### Register map, names as in the netlist, run 1

Bar = 20 µm. Other sequential cells in the stronger grey, the rest of the logic in the fainter grey.
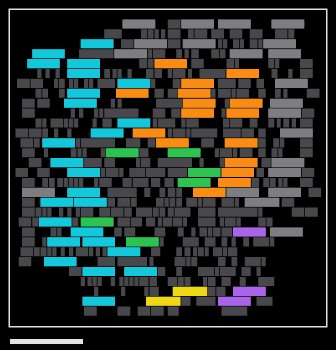
### Cells by drive strength, run 1

Bar = 20 µm.
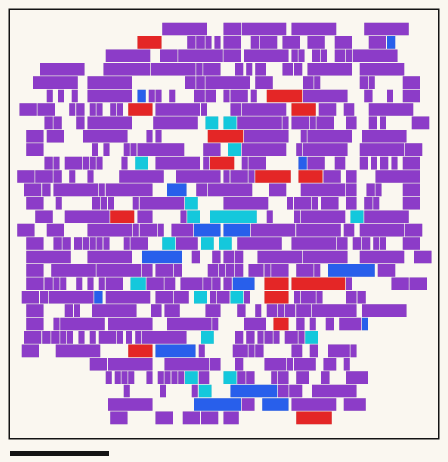
### A small window of the routed layout, run 1

Window x 50 to 80, y 7 to 37 µm. Cells in grey, sequential cells in the stronger grey; small squares are vias.
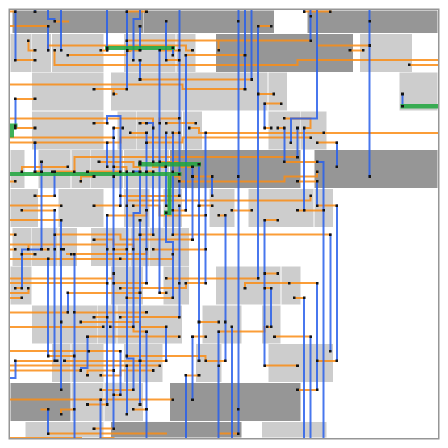
$ cat src/rtl/spi_host_sequencer.sv
// SPI host sequencer (mode 0). It accepts one register command over a
// valid/ready handshake and runs one fixed-length frame on sclk/csn/mosi. For
// reads it captures 16 MISO bits. A one-cycle response pulse carries the read
// data.
//
// Ports:
//   clk_i, rst_ni        system clock, async active-low reset
//   cmd_valid_i/ready_o  command handshake; cmd_rw_i (1=write), cmd_addr_i,
//                        cmd_wdata_i are latched on handshake
//   abort_i              kill the frame in progress (SHIFT/HOLD only)
//   rsp_valid_o          one-cycle pulse when a frame completes normally
//   rsp_rdata_o          read data (0 after a write), held between pulses
//   busy_o               not IDLE
//   sclk_o, csn_o,
//   mosi_o, miso_i       SPI pins
//
// All pin and response outputs come from registers that are fed by the
// current state. They therefore trail the state register by one cycle:
// csn falls the cycle after the handshake edge, and rsp_valid rises one cycle
// after GAP is entered.
module spi_host_sequencer #(
  parameter int unsigned CLK_DIV    = 4,
  parameter int unsigned FRAME_BITS = 34,
  parameter int unsigned WR_START   = 15,
  parameter int unsigned RD_START   = 14
) (
  input  logic        clk_i,
  input  logic        rst_ni,
  input  logic        cmd_valid_i,
  output logic        cmd_ready_o,
  input  logic        cmd_rw_i,
  input  logic [7:0]  cmd_addr_i,
  input  logic [15:0] cmd_wdata_i,
  input  logic        abort_i,
  output logic        rsp_valid_o,
  output logic [15:0] rsp_rdata_o,
  output logic        busy_o,
  output logic        sclk_o,
  output logic        csn_o,
  output logic        mosi_o,
  input  logic        miso_i
);

  localparam int unsigned PH_W = $clog2(2*CLK_DIV);
  localparam int unsigned SL_W = $clog2(FRAME_BITS);
  localparam logic [PH_W-1:0] PH_LAST   = PH_W'(2*CLK_DIV-1);
  localparam logic [PH_W-1:0] PH_HIGH   = PH_W'(CLK_DIV);
  localparam logic [PH_W-1:0] HOLD_LAST = PH_W'(CLK_DIV-1);
  localparam logic [SL_W-1:0] SL_LAST   = SL_W'(FRAME_BITS-1);
  localparam logic [SL_W-1:0] RD_FIRST  = SL_W'(RD_START);
  localparam logic [SL_W-1:0] RD_LAST   = SL_W'(RD_START+15);

  typedef enum logic [1:0] {IDLE, SHIFT, HOLD, GAP} state_e;

  state_e                state_q, state_d;
  logic [PH_W-1:0]       phase_q, phase_d;   // slot phase in SHIFT, cycle count in HOLD/GAP
  logic [SL_W-1:0]       slot_q, slot_d;
  logic [FRAME_BITS-1:0] frame_q, frame_d;   // MOSI pattern, bit k = slot k
  logic                  rw_q, rw_d;
  logic                  abrt_q, abrt_d;     // current GAP was entered by abort
  logic [15:0]           sh_q, sh_d;
  logic                  csn_q, csn_d, sclk_q, sclk_d, mosi_q, mosi_d;
  logic                  rsp_valid_q, rsp_valid_d;
  logic [15:0]           rsp_rdata_q, rsp_rdata_d;
  logic                  take, abort_take, in_frame;

  assign in_frame   = (state_q == SHIFT) || (state_q == HOLD);
  assign take       = cmd_valid_i && (state_q == IDLE);
  assign abort_take = abort_i && in_frame;

  // State register
  always_ff @(posedge clk_i or negedge rst_ni) begin
    if (!rst_ni) state_q <= IDLE;
    else         state_q <= state_d;
  end

  // Next state
  always_comb begin
    state_d = state_q;
    case (state_q)
      IDLE:    if (cmd_valid_i) state_d = SHIFT;
      SHIFT:   if (abort_i) state_d = GAP;
               else if (phase_q == PH_LAST && slot_q == SL_LAST) state_d = HOLD;
      HOLD:    if (abort_i || phase_q == HOLD_LAST) state_d = GAP;
      GAP:     if (phase_q == PH_LAST) state_d = IDLE;
      default: state_d = IDLE;
    endcase
  end

  // Outputs. Abort overrides the pins in the same edge that leaves the frame.
  always_comb begin
    csn_d       = !in_frame || abort_i;
    sclk_d      = (state_q == SHIFT) && (phase_q >= PH_HIGH) && !abort_i;
    mosi_d      = (state_q == SHIFT) && frame_q[slot_q] && !abort_i;
    rsp_valid_d = (state_q == GAP) && (phase_q == '0) && !abrt_q;
    rsp_rdata_d = rsp_rdata_q;
    if (rsp_valid_d) rsp_rdata_d = rw_q ? 16'h0 : sh_q;
  end

  // Counters, command latch, MISO capture
  always_comb begin
    if (state_q == IDLE || state_d != state_q ||
        (state_q == SHIFT && phase_q == PH_LAST)) phase_d = '0;
    else                                          phase_d = phase_q + 1'b1;

    slot_d = slot_q;
    if (take) slot_d = '0;
    else if (state_q == SHIFT && phase_q == PH_LAST && slot_q != SL_LAST)
      slot_d = slot_q + 1'b1;   // saturates on the last slot

    rw_d    = rw_q;
    frame_d = frame_q;
    if (take) begin
      rw_d       = cmd_rw_i;
      frame_d    = '0;
      frame_d[0] = cmd_rw_i;
      for (int i = 0; i < 8; i++) frame_d[1+i] = cmd_addr_i[7-i];
      if (cmd_rw_i)
        for (int i = 0; i < 16; i++) frame_d[WR_START+i] = cmd_wdata_i[15-i];
    end

    abrt_d = abrt_q;
    if (take)            abrt_d = 1'b0;
    else if (abort_take) abrt_d = 1'b1;

    // MISO is stable while sclk is high; capture at the end of the high phase.
    sh_d = sh_q;
    if (take) sh_d = '0;
    else if (state_q == SHIFT && !rw_q && phase_q == PH_LAST &&
             slot_q >= RD_FIRST && slot_q <= RD_LAST)
      sh_d = {sh_q[14:0], miso_i};
  end

  always_ff @(posedge clk_i or negedge rst_ni) begin
    if (!rst_ni) begin
      phase_q     <= '0;
      slot_q      <= '0;
      frame_q     <= '0;
      rw_q        <= 1'b0;
      abrt_q      <= 1'b0;
      sh_q        <= '0;
      csn_q       <= 1'b1;
      sclk_q      <= 1'b0;
      mosi_q      <= 1'b0;
      rsp_valid_q <= 1'b0;
      rsp_rdata_q <= '0;
    end else begin
      phase_q     <= phase_d;
      slot_q      <= slot_d;
      frame_q     <= frame_d;
      rw_q        <= rw_d;
      abrt_q      <= abrt_d;
      sh_q        <= sh_d;
      csn_q       <= csn_d;
      sclk_q      <= sclk_d;
      mosi_q      <= mosi_d;
      rsp_valid_q <= rsp_valid_d;
      rsp_rdata_q <= rsp_rdata_d;
    end
  end

  assign cmd_ready_o = (state_q == IDLE);
  assign busy_o      = (state_q != IDLE);
  assign csn_o       = csn_q;
  assign sclk_o      = sclk_q;
  assign mosi_o      = mosi_q;
  assign rsp_valid_o = rsp_valid_q;
  assign rsp_rdata_o = rsp_rdata_q;

endmodule

$ cat config.mk
export PLATFORM = sky130hd
export DESIGN_NAME = spi_host_sequencer
export DESIGN_NICKNAME = d
export VERILOG_FILES = /design/src/rtl/spi_host_sequencer.sv
export SDC_FILE = /design/constraint.sdc
export NUM_CORES = 1
export LEC_CHECK = 0
export CORE_UTILIZATION = 49
export CTS_CLUSTER_SIZE = 28
export DETAILED_ROUTE_END_ITERATION = 10
export PLACE_DENSITY = 0.76
export SLEW_MARGIN = 20
export SYNTH_ARGS = -nofsm -noshare
export SYNTH_HDL_FRONTEND = slang
export SYNTH_SLANG_ARGS = --single-unit
$ cat constraint.sdc
create_clock -name clk_i -period 2 [get_ports clk_i]
set_input_delay 0.4 -clock clk_i [delete_from_list [all_inputs] [get_ports clk_i]]
set_output_delay 0.4 -clock clk_i [all_outputs]
set_load 0.03 [all_outputs]
==> changes_impl.md, run 1 <==
## Implementation

- Top reg by flops: frame_q
- Static Leak: 0.00218 µW
- P_clk: 1130 µW
- CORE AREA: 6870 µm²
- Global Route Usage Sum: 19.9%
- Yosys top cell by instances: nand2_1
- Initial antenna violation count: 0
- CP Cell Sequence: clkdlybuf4s50_1
- Max-cap violations: 0
- Comb area share: 34.8%
- Final Hold Fails: 0
- Final-layout fill cell count: 552
- Crit path max-delay family: buffers and inverters
- Worst setup SP type: flop
- First-pass GRT wire length: 11.5 mm
- Mi-comb count: 247
- Layout cells sized above 1: 11.7%
- Initial core utilization: 51.3%
- Clk root buf: clkbuf_8
- Max Clk Rate: 522 MHz
- Final TNS setup: 0 ns
- FFs w/ async S/R, synth: 100%
- Late-Pin Clk Latency: 0.34 ns
- Crit path buf inv count: 1
- Well-Tap Cells: 96
- Slew headroom: 64.7%
- Largest area class, layout: flip-flops and latches
- Seq Cell Count: 73
- Max-area cell share: 51.1%
- Critical-path top delay cell: clkdlybuf4s50_1
- Post-Synth AOI/OAI Area: 6.99%
- Grt total ovfl: 0
- Number of synthesized flops with an enable pin: 0
- Critical Path RT: 1.60 ns
- Cells after Synth: 354
- Reg2reg setup slack: 0.12 ns
- ANT cells: 0
- Gate Area: 1540 µm²
- DIE AREA: 7540 µm²
- Worst slew pin tran: 0.528 ns
- Router iterations before antenna repair: 4
- Status: completed
- Worst Hold Class: in -> async
- Xor/xnor share: 0.745%
- Switching power: 1840 µW
- Clock Path Buffers: 2
- R2R Path End: sh_q[1]
- Cts hold-fix bufs: 0
- Area leader, netlist: dfrtp_1
- Crit Path Max Fanout: 1
- RSZ-0062 raised after global routing: no
- Vias post-DR: 2627
- Count of cells resized by post-cts repair: 1
- Post-Syn Nets: 395
- Bufs w/o clock: 70
- Crit path launch: csn_o
- Drt wl/cell: 12.8 µm
- FF+latch area: 1830 µm²
- Comb power: 1870 µW
- Worst setup EP type: output pin
- Commonest cells post-synth: nand2_1 (81), dfrtp_1 (72), nor2_1 (24)
- Sink Count: 73
- Final max-slew violation count: 0
- I/O Pins: 52
- R2R cell count: 7
- Min Tclk post-route: 1.91 ns
- Simple Share, Synth: 22.5%
- Final Wtd Congestion: 0.850
- Largest register FFs: 25
- Mapped cell area: 3520 µm²
- Drt total wl: 6.59 mm
- FA/HA/MAJ Cells, Area Fraction: 3.90%
- Power share of the clock group: 22.0%
- Post-synthesis area per instance: 9.96 µm²
- DIE WIDTH: 86.8 µm
- Post-route design area: 4430 µm²
- CTS tree: yes
- Distinct cells, synth: 45
- Buffering overhead: 15.7%
- Power Density: 1160 nW/µm²
- Crit path kind: reg -> out
- Num CTS Buffers: 9
- Gate power share: 36.5%
- Via/cell ratio: 5.10
- Final Cycle Share: 95.7%
- DR WL met3: 275 µm
- Max H-tree Level: 3
- Met2 WL: 3.15 mm
- Worst EP arrival: 1.51 ns
- Register clock-pin slew on the reported worst setup and hold paths: 0.08 ns
- Number of post-CTS setup repair buffers: 0
- Number of OpenROAD warnings: 33
About 'Register map, names as in the netlist':
[slot_q] green | flops: 6 | where: middle
[frame_q] cyan | flops: 25
[sh_q] orange | flops: 16
[phase_q] purple | flops: 3
[state_q] yellow | flops: 2
Util after Layout: 64.5%
sequential share of cell area: 41.3%
seq pwr: 2130 µW

About 'Cells by drive strength':
[_0 and _1 cells] purple | cells: 370 | share: 88%
[_3 and _4 cells] cyan | cells: 19 | share: 4.5%
[_6 and larger] red | cells: 15 | share: 3.6%
[_2 cells] blue | cells: 15 | share: 3.6%
setup ws final: 0.0858 ns
area grow syn2layout: 25.7%

About 'A small window of the routed layout':
[metal 2] blue
[metal 1] orange
[metal 3] green
cells with their middle in the window: 56
sequential cells in the window: 7
netlist names of flops here include: phase_q (2)
most frequent: inv_1 (8), dfrtp_1 (6), ha_1 (5)

==> run 1: placed cells by master, fill, tap and decap left out, types with 4 or more instances in the layout <==
| master | instances |
|---|---|
| buf_12 | 4 |
| nand2b_1 | 19 |
| a21oi_1 | 6 |
| nand3_1 | 21 |
| nor3_1 | 5 |
| mux2i_1 | 20 |
| ha_1 | 10 |
| clkdlybuf4s50_1 | 48 |
| nand2_1 | 81 |
| inv_1 | 12 |
| dfrtp_1 | 70 |
| buf_4 | 16 |
| clkbuf_8 | 9 |
| o21ai_0 | 19 |
| nor2_1 | 24 |
==> run 1: how the worst min path moves through the flow <==
stage	cells after the start	from	slack, ns	endpoint
5_1_grt	1	rst_ni	0.06	rsp_valid_o
3_3_place_gp	1	rst_ni	0.39	rsp_valid_o
3_5_place_dp	1	rst_ni	0.40	rsp_rdata_o[5]
4_1_cts	1	rst_ni	0.02	rsp_valid_o
2_1_floorplan	0	rst_ni	0.10	abrt_q
6_report	1	rst_ni	0.02	rsp_rdata_o[5]
==> run 1: per-layer routing <==
metal  global-route usage, %  up-vias
li1                        -     1313
met1                    25.5     1239
met2                    32.3       61
met3                    4.67       14
met4                    9.09        0
met5                       0        -
==> run 1: through the flow <==
| step | cells | setup WS [ns] | utilization (%) | hold WS [ns] |
|---|---|---|---|---|
| 2_1_floorplan | 354 | 0.0797 | - | 0.104 |
| 3_3_place_gp | 496 | 0.116 | 61.1 | 0.393 |
| 3_5_place_dp | 496 | 0.0492 | 61.1 | 0.404 |
| 4_1_cts | 512 | 0.0318 | 63.9 | 0.0220 |
| 5_1_grt | 515 | 0.00993 | 64.5 | 0.0577 |
| 6_report | 515 | 0.0858 | 64.5 | 0.0174 |
--- run 2 (diff from run 1) ---
Settings changed: CORE_ASPECT_RATIO set to 1.1.
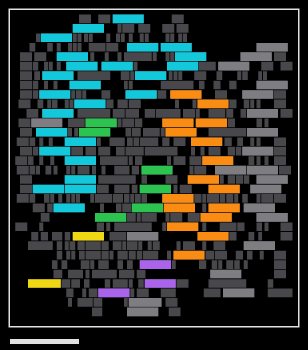
*Register map, names as in the netlist, run 2*
Bar = 20 µm. Other sequential cells in the stronger grey, the rest of the logic in the fainter grey.
[phase_q] purple | flops: 3
[frame_q] cyan | flops: 25
[state_q] yellow | flops: 2
[sh_q] orange | flops: 16
[slot_q] green | flops: 6 | where: middle
not coloured: 21
sequential share of cell area: 41.2%
FF+latch area: 1830 µm²
seq pwr: 2120 µW

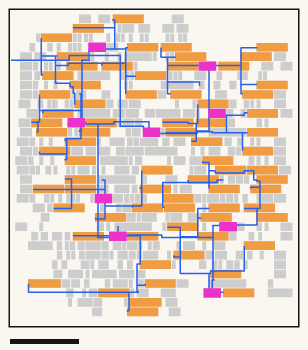
*Clock distribution, run 2*
Bar = 20 µm.
[clock wires] blue | length: 855 µm
[clock drivers] magenta | count: 9
[flip-flops] orange | count: 73
flops lie: widely spread
Late-Pin Clk Latency: 0.35 ns
clk_skew: 0.00827 ns
P_clk: 1480 µW
power share of the clock group: 27.1%

==> run 2 against run 1 <==
Effect of this change: count of clock-buffer cells in the layout increased by 1; first-iteration DRC count is 21% lower; global-route usage down 1.0 points; sequential power hardly changed; synthesized cell count did not move; routed wire length is 3.9% lower; synthesized area did not move; non-clock buffer count fell by 5; total power up 6.7%; critical endpoint unchanged.
==> changes_impl.md, run 2 <==
## Implementation

- Global Route met1 Usage: 25.8% (was 25.5%)
- Max Clk Rate: 520 MHz (was 522 MHz)
- Number of global-route vias before repair: 2477 (was 2568)
- First-pass GRT wire length: 11.5 mm (about the same)
- Post-DP Area: 4160 µm² (was 4200 µm²)
- Drt total wl: 6.34 mm (was 6.59 mm)
- Gate power share: 34.2% (was 36.5%)
- HPWL after detailed placement: 4.34 mm (was 4.71 mm)
- PortBufs: 51 (unchanged)
- Final Hold Fails: 0 (unchanged)
- DR WL met3: 249 µm (was 275 µm)
- Max H-tree Level: 3 (unchanged)
- Max Used Layer: met4 (unchanged)
- Sequential share of power: 38.7% (was 41.5%)
- Top reg by flops: frame_q (unchanged)
- Cells after Synth: 354 (unchanged)
- Most common logic cell in the routed design: nand2_1 (unchanged)
- Routed Antenna Nets: 0 (unchanged)
- Most frequent cells in the layout: nand2_1 (81), dfrtp_1 (71), clkdlybuf4s50_1 (48) (was nand2_1 (81), dfrtp_1 (70), clkdlybuf4s50_1 (48))
- FFs w/ async S/R, synth: 100% (unchanged)
- Worst EP arrival: 1.52 ns (was 1.51 ns)
- Crit path buf inv count: 1 (unchanged)
- Vias post-DR: 2561 (was 2627)
- Number of synthesized flops with an enable pin: 0 (unchanged)
- Worst slew pin tran: 0.501 ns (was 0.528 ns)
- Clock Path Buffers: 2 (unchanged)
- Status: completed (unchanged)
- Min Tclk post-route: 1.92 ns (was 1.91 ns)
- Met2 usage: 28.4% (was 32.3%)
- Largest register FFs: 25 (unchanged)
- Area grow syn2layout: 25.9% (was 25.7%)
- Row count: 32 (was 30)
- RSZ-0062 raised after global routing: no (unchanged)
- Static Leak: 0.00219 µW (was 0.00218 µW)
- Vert. Die Dim: 91.0 µm (was 86.8 µm)
- Final Wtd Congestion: 0.775 (was 0.850)
- Drt drc: 0 (unchanged)
- Slew headroom: 66.5% (was 64.7%)
- Post-route design area: 4440 µm² (was 4430 µm²)
- Max-area cell share: 51.1% (unchanged)
- CTS tree: yes (unchanged)
- DIE AREA: 7540 µm² (about the same)
- Internal power: 3680 µW (was 3290 µW)
- Crit path kind: reg -> out (unchanged)
- Clk root buf: clkbuf_8 (unchanged)
- Crit Path Max Fanout: 1 (unchanged)
- Post-synthesis sequential area ratio: 51.9% (unchanged)
- Num CTS Buffers: 9 (unchanged)
- Largest net degree at the start of global routing: 74 (was 34)
- Cells in synth_stat.txt: 354 (unchanged)
- Power Density: 1230 nW/µm² (was 1160 nW/µm²)
- Crit path max-delay family: buffers and inverters (unchanged)
- Mapped cell area: 3520 µm² (unchanged)
- Yosys top cell by instances: nand2_1 (unchanged)
- Met2 WL: 2.92 mm (was 3.15 mm)
- Switching power: 1800 µW (was 1840 µW)
- Initial antenna violation count: 0 (unchanged)
- Yosys warns: 0 (unchanged)
- Router iterations before antenna repair: 4 (unchanged)
- ANT cells: 0 (unchanged)
- GRT Max-Usage Layer: met2 (unchanged)
- Post-synthesis area per instance: 9.96 µm² (unchanged)
- Drt wl/cell: 12.7 µm (was 12.8 µm)
- Final nets: 450 (was 455)
- CORE AREA: 6970 µm² (was 6870 µm²)
- Net Sw Frac: 32.8% (was 35.9%)
- FF+latch count, synth: 73 (unchanged)
- Worst setup EP type: output pin (unchanged)
- Initial DRC count: 111 (was 140)
- CP Cell Sequence: clkdlybuf4s50_1 (unchanged)
- Critical-path top delay cell: clkdlybuf4s50_1 (unchanged)
- Top cells by area: dfrtp_1 (51%), nand2_1 (8.6%), mux2i_1 (5.7%) (unchanged)
- I/O Pins: 52 (unchanged)
- Global Route Usage Sum: 18.9% (was 19.9%)
- Worst Hold Class: in -> async (unchanged)
- Final max-slew violation count: 0 (unchanged)
- Critical Path RT: 1.60 ns (about the same)
- Max-cap violations: 0 (unchanged)
- Grt total ovfl: 0 (unchanged)
- Cts hold-fix bufs: 0 (unchanged)
- Commonest cells post-synth: nand2_1 (81), dfrtp_1 (72), nor2_1 (24) (unchanged)
- Worst setup SP type: flop (unchanged)
- Final Cycle Share: 96.2% (was 95.7%)
- Initial core utilization: 50.6% (was 51.3%)
- Register clock-pin slew on the reported worst setup and hold paths: 0.07 ns (was 0.08 ns)
- M3 GR Usage: 4.82% (was 4.67%)
- Sink Count: 73 (unchanged)
- Distinct cells, synth: 45 (unchanged)
- DIE WIDTH: 82.9 µm (was 86.8 µm)
- Final setup fails: 0 (unchanged)
- Final TNS setup: 0 ns (unchanged)
- Post-Syn Nets: 395 (unchanged)
- Number of OpenROAD warnings: 33 (unchanged)
- Area leader, netlist: dfrtp_1 (unchanged)
- Via/cell ratio: 5.13 (was 5.10)
- Comb power: 1870 µW (about the same)
- Layout cells sized above 1: 9.90% (was 11.7%)
## run 2: stage by stage
stage                     hold slack (ns)  setup slack [ns]  cells  power (µW)  util [%]
final                              0.0603            0.0760    499        5470      63.7
after global routing               0.0940           0.00669    499        5840      63.7
after CTS                          0.0780            0.0211    498        5520      63.4
after detailed placement            0.451           -0.0121    482        4040      59.7
after global placement              0.445            0.0834    482        4000      59.7
after floorplan                     0.104            0.0797    354        3320         -
## run 2: cells by family (layout without fill, tap and decap cells)
logic type / after synthesis / after routing / synth area share (%)
xor gates and xnor gates: 3 / 3 / 0.746
DFF: 73 / 73 / 51.9
adders and majority gates: 11 / 11 / 3.90
muxes: 26 / 26 / 9.51
and+or+nand+nor: 168 / 168 / 22.5
buffers and inverters: 34 / 94 / 4.47
AOI/OAI and AO/OA: 39 / 39 / 6.99
## run 2: cell type report
cell class / count / area, µm²
fillers: 584 / 2530
flip-flops and latches: 73 / 1830
multi-input cells: 247 / 1540
repair buffers: 65 / 657
clock inverters: 6 / 130
clock buffers: 10 / 128
well taps: 85 / 106
inverters: 13 / 48.8
## run 2: worst paths after layout
| path | from | end | slack [ns] | depth (start not counted) |
|---|---|---|---|---|
| max in group asynchronous | rst_ni | csn_o | 1.58 | 2 |
| worst max-delay path | csn_o | csn_o | 0.08 | 1 |
| min in group clk_i | frame_q[16] | frame_q[16] | 0.47 | 2 |
| worst max register to register | slot_q[0] | mosi_o | 0.09 | 4 |
| worst min-delay path | rst_ni | rsp_rdata_o[14] | 0.06 | 2 |
| worst min register to register | frame_q[16] | frame_q[16] | 0.47 | 2 |
## run 2: what timing repair did
item / 4_1_cts / 5_1_grt
gates resized: 1 / 1
setup buffers: 0 / 1
pin swaps: 1 / 1
hold endpoints to repair: 0 / 0
setup endpoints to repair: 5 / 17
--- run 3 (diff from run 2) ---
Settings changed: ABC_CLOCK_PERIOD_IN_PS set to 2000.
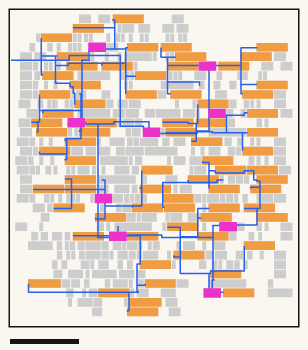
*Clock distribution, run 3*
Bar = 20 µm.
[flip-flops] orange | count: 73
[clock wires] blue | length: 855 µm
[clock drivers] magenta | count: 9
flops lie: widely spread

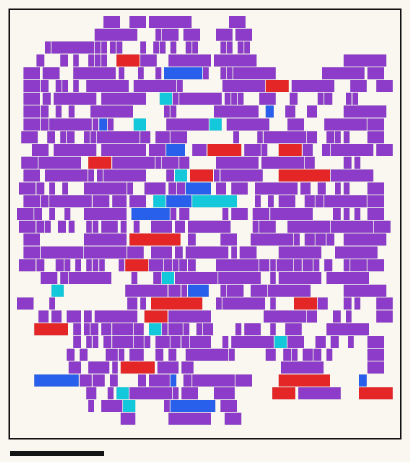
*Cells by drive strength, run 3*
Bar = 20 µm.
[_2 cells] blue | cells: 12 | share: 2.9%
[_3 and _4 cells] cyan | cells: 12 | share: 2.9%
[_6 and larger] red | cells: 17 | share: 4.1%
[_0 and _1 cells] purple | cells: 373 | share: 90%
setup ws final: 0.0760 ns
post-route design area: 4440 µm²

==> run 3 against run 2 <==
Effect of this change: synthesized area stayed put; global-route usage unchanged; critical path depth stayed put; sequential share of layout area is the same; via count did not move; worst hold slack did not move; flip-flop count unchanged; count of clock-buffer cells in the layout is the same; utilization is the same; register-to-register slack barely moved; fmax unchanged; design area unchanged; critical path type unchanged; largest cell class unchanged; largest power group unchanged; highest routed layer unchanged.
==> changes_impl.md, run 3 <==
## Implementation

- DIE AREA: 7540 µm² (unchanged)
- Peak VDD IR: 0.755 mV (unchanged)
- Via/cell ratio: 5.13 (unchanged)
- Commonest cells post-synth: nand2_1 (81), dfrtp_1 (72), nor2_1 (24) (unchanged)
- Vias post-DR: 2561 (unchanged)
- Cts hold-fix bufs: 0 (unchanged)
- Critical-path top delay cell: clkdlybuf4s50_1 (unchanged)
- Sequential share of power: 38.7% (about the same)
- PortBufs: 51 (unchanged)
- Initial DRC count: 111 (unchanged)
- Most common logic cell in the routed design: nand2_1 (unchanged)
- Placed Cells: 482 (unchanged)
- Clk_skew: 0.00827 ns (unchanged)
- CP Depth: 1 (unchanged)
- Final TNS setup: 0 ns (unchanged)
- Vert. Die Dim: 91.0 µm (unchanged)
- Clock Path Buffers: 2 (unchanged)
- R2R Path End: mosi_o (unchanged)
- R2R cell count: 4 (unchanged)
- Final Wtd Congestion: 0.775 (unchanged)
- FFs w/ async S/R, synth: 100% (unchanged)
- Area leader, netlist: dfrtp_1 (unchanged)
- Yosys top cell by instances: nand2_1 (unchanged)
- Grt total ovfl: 0 (unchanged)
- Row count: 32 (unchanged)
- Most frequent cells in the layout: nand2_1 (81), dfrtp_1 (71), clkdlybuf4s50_1 (48) (unchanged)
- Yosys warns: 0 (unchanged)
- Slew headroom: 66.5% (unchanged)
- DIE WIDTH: 82.9 µm (unchanged)
- CP Cell Sequence: clkdlybuf4s50_1 (unchanged)
- Sink Count: 73 (unchanged)
- Gate power share: 34.2% (about the same)
- Util after Layout: 63.7% (unchanged)
- Crit path max-delay family: buffers and inverters (unchanged)
- Final nets: 450 (unchanged)
- Max-cap violations: 0 (unchanged)
- Post-synthesis sequential area ratio: 51.9% (unchanged)
- Largest register FFs: 25 (unchanged)
- Post-synthesis area per instance: 9.96 µm² (unchanged)
- Drt wl/cell: 12.7 µm (unchanged)
- Top cells by area: dfrtp_1 (51%), nand2_1 (8.6%), mux2i_1 (5.7%) (unchanged)
- Initial core utilization: 50.6% (unchanged)
- Routed Antenna Nets: 0 (unchanged)
- Late-Pin Clk Latency: 0.35 ns (about the same)
- Mapped cell area: 3520 µm² (unchanged)
- Reg2reg setup slack: 0.09 ns (about the same)
- CTS tree: yes (unchanged)
- Router iterations before antenna repair: 4 (unchanged)
- Design Power: 5470 µW (unchanged)
- First-pass GRT wire length: 11.5 mm (unchanged)
- Min Tclk post-route: 1.92 ns (unchanged)
- Crit Path Max Fanout: 1 (unchanged)
- Distinct cells, synth: 45 (unchanged)
- CORE AREA: 6970 µm² (unchanged)
- Register clock-pin slew on the reported worst setup and hold paths: 0.07 ns (about the same)
- Net Sw Frac: 32.8% (unchanged)
- Cells in synth_stat.txt: 354 (unchanged)
- Static Leak: 0.00219 µW (unchanged)
- ANT cells: 0 (unchanged)
- RSZ-0062 raised after global routing: no (unchanged)
- Drt total wl: 6.34 mm (unchanged)
- Top reg by flops: frame_q (unchanged)
- Final cell count without fillers: 499 (unchanged)
- Ys flop type: dfrtp_1 (unchanged)
- Area grow syn2layout: 25.9% (unchanged)
- Worst EP arrival: 1.52 ns (about the same)
- Number of OpenROAD warnings: 33 (unchanged)
- Crit path launch: csn_o (unchanged)
- Final Cycle Share: 96.2% (unchanged)
- Max Clk Rate: 520 MHz (unchanged)
- Internal power: 3680 µW (unchanged)
- RR Startpoint: slot_q[0] (unchanged)
- Crit path kind: reg -> out (unchanged)
- Layout cells sized above 1: 9.90% (unchanged)
- Worst setup SP type: flop (unchanged)
- Worst slew pin tran: 0.501 ns (unchanged)
- Final max-slew violation count: 0 (unchanged)
- Clk root buf: clkbuf_8 (unchanged)
- Max-area cell share: 51.1% (unchanged)
- Crit path buf inv count: 1 (unchanged)
- Num CTS Buffers: 9 (unchanged)
- Initial antenna violation count: 0 (unchanged)
- CP endpoint: csn_o (unchanged)
- Power Density: 1230 nW/µm² (unchanged)
- FF+latch count, synth: 73 (unchanged)
- Largest net degree at the start of global routing: 74 (unchanged)
- Cells after Synth: 354 (unchanged)
- Place WS: -0.0121 ns (unchanged)
- Number of synthesized flops with an enable pin: 0 (unchanged)
- Final setup fails: 0 (unchanged)
- Critical Path RT: 1.60 ns (about the same)
- Number of global-route vias before repair: 2477 (unchanged)
- Status: completed (unchanged)
- Worst setup EP type: output pin (unchanged)
- Max incr delay on CP: 0.66 ns (about the same)
- Post-Syn Nets: 395 (unchanged)
- Global Route Usage Sum: 18.9% (unchanged)
- Synthesis area per yosys: 3520 µm² (unchanged)
- Switching power: 1800 µW (unchanged)
- HPWL after detailed placement: 4.34 mm (unchanged)
- Power share of the clock group: 27.1% (about the same)
- Final Hold Fails: 0 (unchanged)
- Worst Hold Class: in -> async (unchanged)
- Final hold slack: 0.0603 ns (unchanged)
- Drt drc: 0 (unchanged)
- I/O Pins: 52 (unchanged)
- Max H-tree Level: 3 (unchanged)
- Post-DP Area: 4160 µm² (unchanged)
run 3: cell families after synthesis:
group | share of synthesized area, %
AND/OR/NAND/NOR | 22.5
flip-flops | 51.9
AND-OR/OR-AND | 6.99
buffers and inverters | 4.47
multiplexers | 9.51
adder cells (fa/ha/maj) | 3.90
XOR/XNOR | 0.746
run 3: what timing repair did:
action	4_1_cts	5_1_grt
gates resized	1	1
endpoints found under the setup margin	5	17
pin swaps	1	1
setup buffers	0	1
endpoints found under the hold margin	0	0
run 3: power groups by stage:
stage          sequential (µW)  clock (µW)  combinational [µW]
4_1_cts                   2120        1510                1890
2_1_floorplan             2360           0                 964
6_report                  2120        1480                1870
3_5_place_dp              2150           0                1900
3_3_place_gp              2130           0                1870
5_1_grt                   2170        1580                2090
run 3: how the worst min path moves through the flow:
stage                      from         endpoint  slack (ns)  cells after the start
floorplan                rst_ni           abrt_q        0.10                      0
global placement    frame_q[18]      frame_q[18]        0.44                      2
detailed placement  frame_q[16]      frame_q[16]        0.45                      2
CTS                      rst_ni       frame_q[0]        0.08                      2
global route             rst_ni         sh_q[15]        0.09                      2
finish                   rst_ni  rsp_rdata_o[14]        0.06                      2
run 3: cell type report:
type	instances	area, µm²
clock buffers	10	128
clock inverters	6	130
fillers	584	2530
inverters	13	48.8
multi-input cells	247	1540
flip-flops and latches	73	1830
well taps	85	106
repair buffers	65	657
run 3: per-layer routing:
layer	track usage, %	share of wire, %	vias to the layer above
met5	0	0	-
met4	8.62	2.4	0
met3	4.82	3.9	16
met2	28.4	46	58
met1	25.8	47	1185
li1	-	-	1302
Power is estimated from default activity; no workload was simulated.
